**config.mk**
```make
export PLATFORM = sky130hd
export DESIGN_NAME = chimera_cluster_pwr_seq
export DESIGN_NICKNAME = d
export VERILOG_FILES = /design/src/rtl/chimera_cluster_pwr_seq.sv
export SDC_FILE = /design/constraint.sdc
export NUM_CORES = 1
export LEC_CHECK = 0
export CORE_ASPECT_RATIO = 0.5
export CORE_MARGIN = 2
export CORE_UTILIZATION = 25
export DETAILED_ROUTE_END_ITERATION = 16
export HOLD_SLACK_MARGIN = 0.03
export SKIP_LAST_GASP = 1
export SLEW_MARGIN = 20
export SYNTH_ARGS = -nofsm -noshare
export SYNTH_HDL_FRONTEND = slang
export SYNTH_SLANG_ARGS = --single-unit
```
**constraint.sdc**
```tcl
create_clock -name clk_i -period 4.7 [get_ports clk_i]
set_input_delay 1.175 -clock clk_i [delete_from_list [all_inputs] [get_ports clk_i]]
set_output_delay 1.175 -clock clk_i [all_outputs]
set_load 0.1 [all_outputs]
```
**src/rtl/chimera_cluster_pwr_seq.sv**
```systemverilog
// Per-cluster power sequencer: orders clock, reset and AXI isolation on wake and
// shutdown for each cluster independently, with a sticky isolation-ack timeout.

module chimera_cluster_pwr_seq_lane #(
    parameter int RstCycles  = 4,
    parameter int IsoTimeout = 256,
    parameter int CntWidth   = 9
) (
    input  logic       clk,
    input  logic       rst,
    input  logic       en_req,
    input  logic       iso_ack,
    input  logic       timeout_clr,
    output logic       iso,
    output logic       clk_en,
    output logic       clu_rst,
    output logic       busy,
    output logic       timeout,
    output logic [2:0] state
);
    localparam logic [2:0] ST_OFF   = 3'd0;
    localparam logic [2:0] ST_WAKE  = 3'd1;
    localparam logic [2:0] ST_DEISO = 3'd2;
    localparam logic [2:0] ST_ON    = 3'd3;
    localparam logic [2:0] ST_ISO   = 3'd4;
    localparam logic [2:0] ST_GATE  = 3'd5;

    localparam logic [CntWidth-1:0] RST_LAST = CntWidth'(RstCycles - 1);
    localparam logic [CntWidth-1:0] TO_LAST  = CntWidth'(IsoTimeout - 1);

    logic [2:0]          state_q, state_d;
    logic [CntWidth-1:0] cnt_q;
    logic                timeout_q;
    logic                forced;

    always_ff @(posedge clk) begin
        if (rst) begin
            state_q   <= ST_OFF;
            cnt_q     <= '0;
            timeout_q <= 1'b0;
        end else begin
            state_q <= state_d;
            // Counter only runs in the timed states and restarts on every transition
            if (state_d != state_q || state_q == ST_OFF || state_q == ST_ON)
                cnt_q <= '0;
            else
                cnt_q <= cnt_q + 1'b1;
            if (forced)
                timeout_q <= 1'b1;
            else if (timeout_clr)
                timeout_q <= 1'b0;
        end
    end

    always_comb begin
        state_d = state_q;
        forced  = 1'b0;
        case (state_q)
            ST_OFF:   if (en_req) state_d = ST_WAKE;
            ST_WAKE:  if (cnt_q == RST_LAST) state_d = ST_DEISO;
            ST_DEISO: begin
                if (!iso_ack) begin
                    state_d = ST_ON;
                end else if (cnt_q == TO_LAST) begin
                    state_d = ST_ON;
                    forced  = 1'b1;
                end
            end
            ST_ON:    if (!en_req) state_d = ST_ISO;
            ST_ISO: begin
                if (iso_ack) begin
                    state_d = ST_GATE;
                end else if (cnt_q == TO_LAST) begin
                    state_d = ST_GATE;
                    forced  = 1'b1;
                end
            end
            ST_GATE:  if (cnt_q == RST_LAST) state_d = ST_OFF;
            // Illegal encodings recover through the safe shutdown tail
            default:  state_d = ST_GATE;
        endcase
    end

    always_comb begin
        iso     = 1'b1;
        clk_en  = 1'b1;
        clu_rst = 1'b1;
        busy    = 1'b1;
        case (state_q)
            ST_OFF:   begin clk_en = 1'b0; busy = 1'b0; end
            ST_WAKE:  ;
            ST_DEISO: begin iso = 1'b0; clu_rst = 1'b0; end
            ST_ON:    begin iso = 1'b0; clu_rst = 1'b0; busy = 1'b0; end
            ST_ISO:   clu_rst = 1'b0;
            default:  ;
        endcase
    end

    assign timeout = timeout_q;
    assign state   = state_q;
endmodule

module chimera_cluster_pwr_seq #(
    parameter int NumClusters = 5,
    parameter int RstCycles   = 4,
    parameter int IsoTimeout  = 256
) (
    input  logic                     clk_i,
    input  logic                     rst_i,
    input  logic [NumClusters-1:0]   en_req_i,
    input  logic [NumClusters-1:0]   iso_ack_i,
    input  logic [NumClusters-1:0]   timeout_clr_i,
    output logic [NumClusters-1:0]   iso_o,
    output logic [NumClusters-1:0]   clk_en_o,
    output logic [NumClusters-1:0]   clu_rst_o,
    output logic [NumClusters-1:0]   busy_o,
    output logic [NumClusters-1:0]   timeout_o,
    output logic [3*NumClusters-1:0] state_o
);
    localparam int CntMax   = (RstCycles > IsoTimeout) ? RstCycles : IsoTimeout;
    localparam int CntWidth = $clog2(CntMax + 1);

    for (genvar i = 0; i < NumClusters; i++) begin : g_lane
        chimera_cluster_pwr_seq_lane #(
            .RstCycles (RstCycles),
            .IsoTimeout(IsoTimeout),
            .CntWidth  (CntWidth)
        ) u_lane (
            .clk        (clk_i),
            .rst        (rst_i),
            .en_req     (en_req_i[i]),
            .iso_ack    (iso_ack_i[i]),
            .timeout_clr(timeout_clr_i[i]),
            .iso        (iso_o[i]),
            .clk_en     (clk_en_o[i]),
            .clu_rst    (clu_rst_o[i]),
            .busy       (busy_o[i]),
            .timeout    (timeout_o[i]),
            .state      (state_o[3*i +: 3])
        );
    end
endmodule

```
==> flow_summary.ini <==
; generated from flow reports
[cts]
cts_resized = 0
cts_root_buf = clkbuf_16
clkTransAtPathRegs_ps = 50
clock-sinks = 65

[setup_path]
r2r-start = g_lane[2].u_lane.cnt_q[0]
critPathKind = reg2out
cp_max_fo = 17
critical_path.endpoint_type = output pin
cp_num_buf_inv = 1
r2r_slack_ps = 2470
crit_cells = 3
cp.required_ps = 3520
crit_path_start_kind = register
crit_end = clu_rst_o[1]

[synth]
synthesis.area_um2 = 3608
yosysTopAreaCell = dfxtp_1
xor_share_pct = 7.282
ys_sh_mux_pct = 0.6241
yosysTopAreaCellShare_pct = 36.06
ys_seq_share_pct = 36.06
syn_inst = 433
synthArstFlopShare_pct = 0
synthTopCellsByCount = dfxtp_1 (65), nor2_1 (57), buf_4 (26), nand3_1 (22), xor2_1 (20)
yosys_area_um2 = 3608
synth_stat.cells = 433
synth_adder_area_share_pct = 3.467
logic_family = simple AND/OR/NAND/NOR gates
area_leaders = dfxtp_1 (36%), nor2_1 (5.9%), buf_4 (5.4%)
edf_count = 0
top_cell = dfxtp_1

[cells_and_area]
largest_register_ffs = 45
nNetsFinal = 482
logic_gate_count = 309
antennaDiodeCount = 0
stdcell_count = 652
drive_above_1_share_pct = 5.652
final_layout_top_logic_cell = dfxtp_1
area.sequential_um2 = 1301
seq-cell-share_pct = 29.45
nFillCells = 1497
stdcell_area_um2 = 4419
seq_cells = 65

[power]
p_comb_mw = 0.167
top_power_group = the clock network
p_clk_mw = 0.648
power.total_mw = 1.385
pwr-share-seq_pct = 41.2
powerDensity_nw_per_um2 = 313.3

[routing]
drt_iter0_markers = 123
wl_met1_um = 3770
dr_wl_met3_um = 238
ant_nets = 0
wl_met2_um = 3315
vias_per_cell = 4.491

[sta]
skew_ps = 4.487
period_used_pct = 77.16
fmax_mhz = 275.7
rsz0062_at_grt = no
post-route-min-period_ps = 3626
setup_viol = 0

[worst_hold_path]
min_delay_path_depth = 1

[place]
gp_congestion = 0.7538
port_buffers = 56
dp.cells = 636

[outcome]
status = completed

[grt]
gr-total-overflow = 0
grt_pass1_vias = 2637
grt_pass1_wl_um = 12420
grt_most_used_layer = met2

[run]
warnings = 26
Figure 1. Signal wires on met1.
Bar = 50 um.
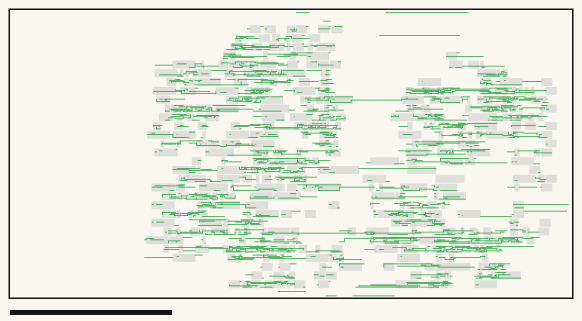
The layer holds 51% of the routed length. The wires run mostly horizontal. The layer carries 3770 um of wire. The longest straight run is 28.7 um.
Routed WL: 7399 um
via count: 2928

Figure 2. M2 wires.
Bar = 50 um.
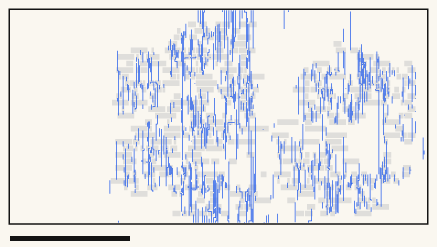
The longest straight run is 52.0 um. 396 nets have wire on it. The wires run mostly vertical. The layer holds 45% of the routed length. The layer carries 3320 um of wire.
met2 usage: 16.59%

Figure 3. M3 wires.
Bar = 50 um.
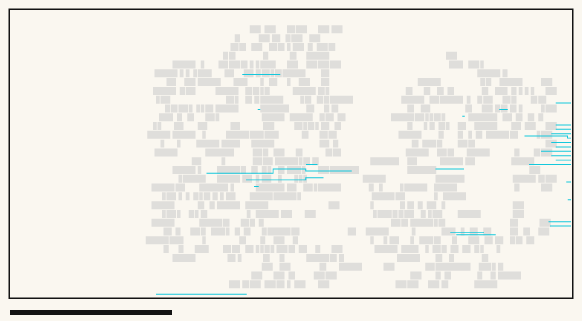
The wires run mostly horizontal. The layer holds 3.2% of the routed length. 22 nets have wire on it.
met3 usage in global routing: 2.679%

Figure 4. Pin placement.
Bar = 50 um. Pins as bars across the die edge, other pins in gray.
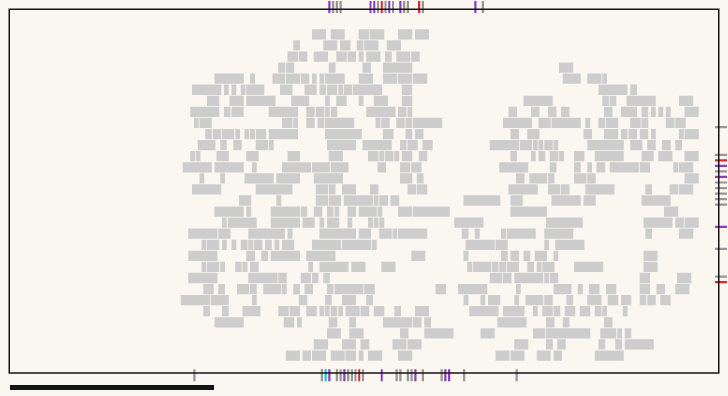
Key: red = clu_rst_o [pins 5, direction output, edge 2 right, 2 top, 1 bottom]; purple = state_o [pins 15, direction output, edge 6 bottom, 6 top, 3 right]; cyan = rst_i [pins 1, direction input, edge bottom]
Die Wd: 173.9 um
die height: 88.95 um

Power figures rest on the tool's default switching activity, not on a simulated workload.
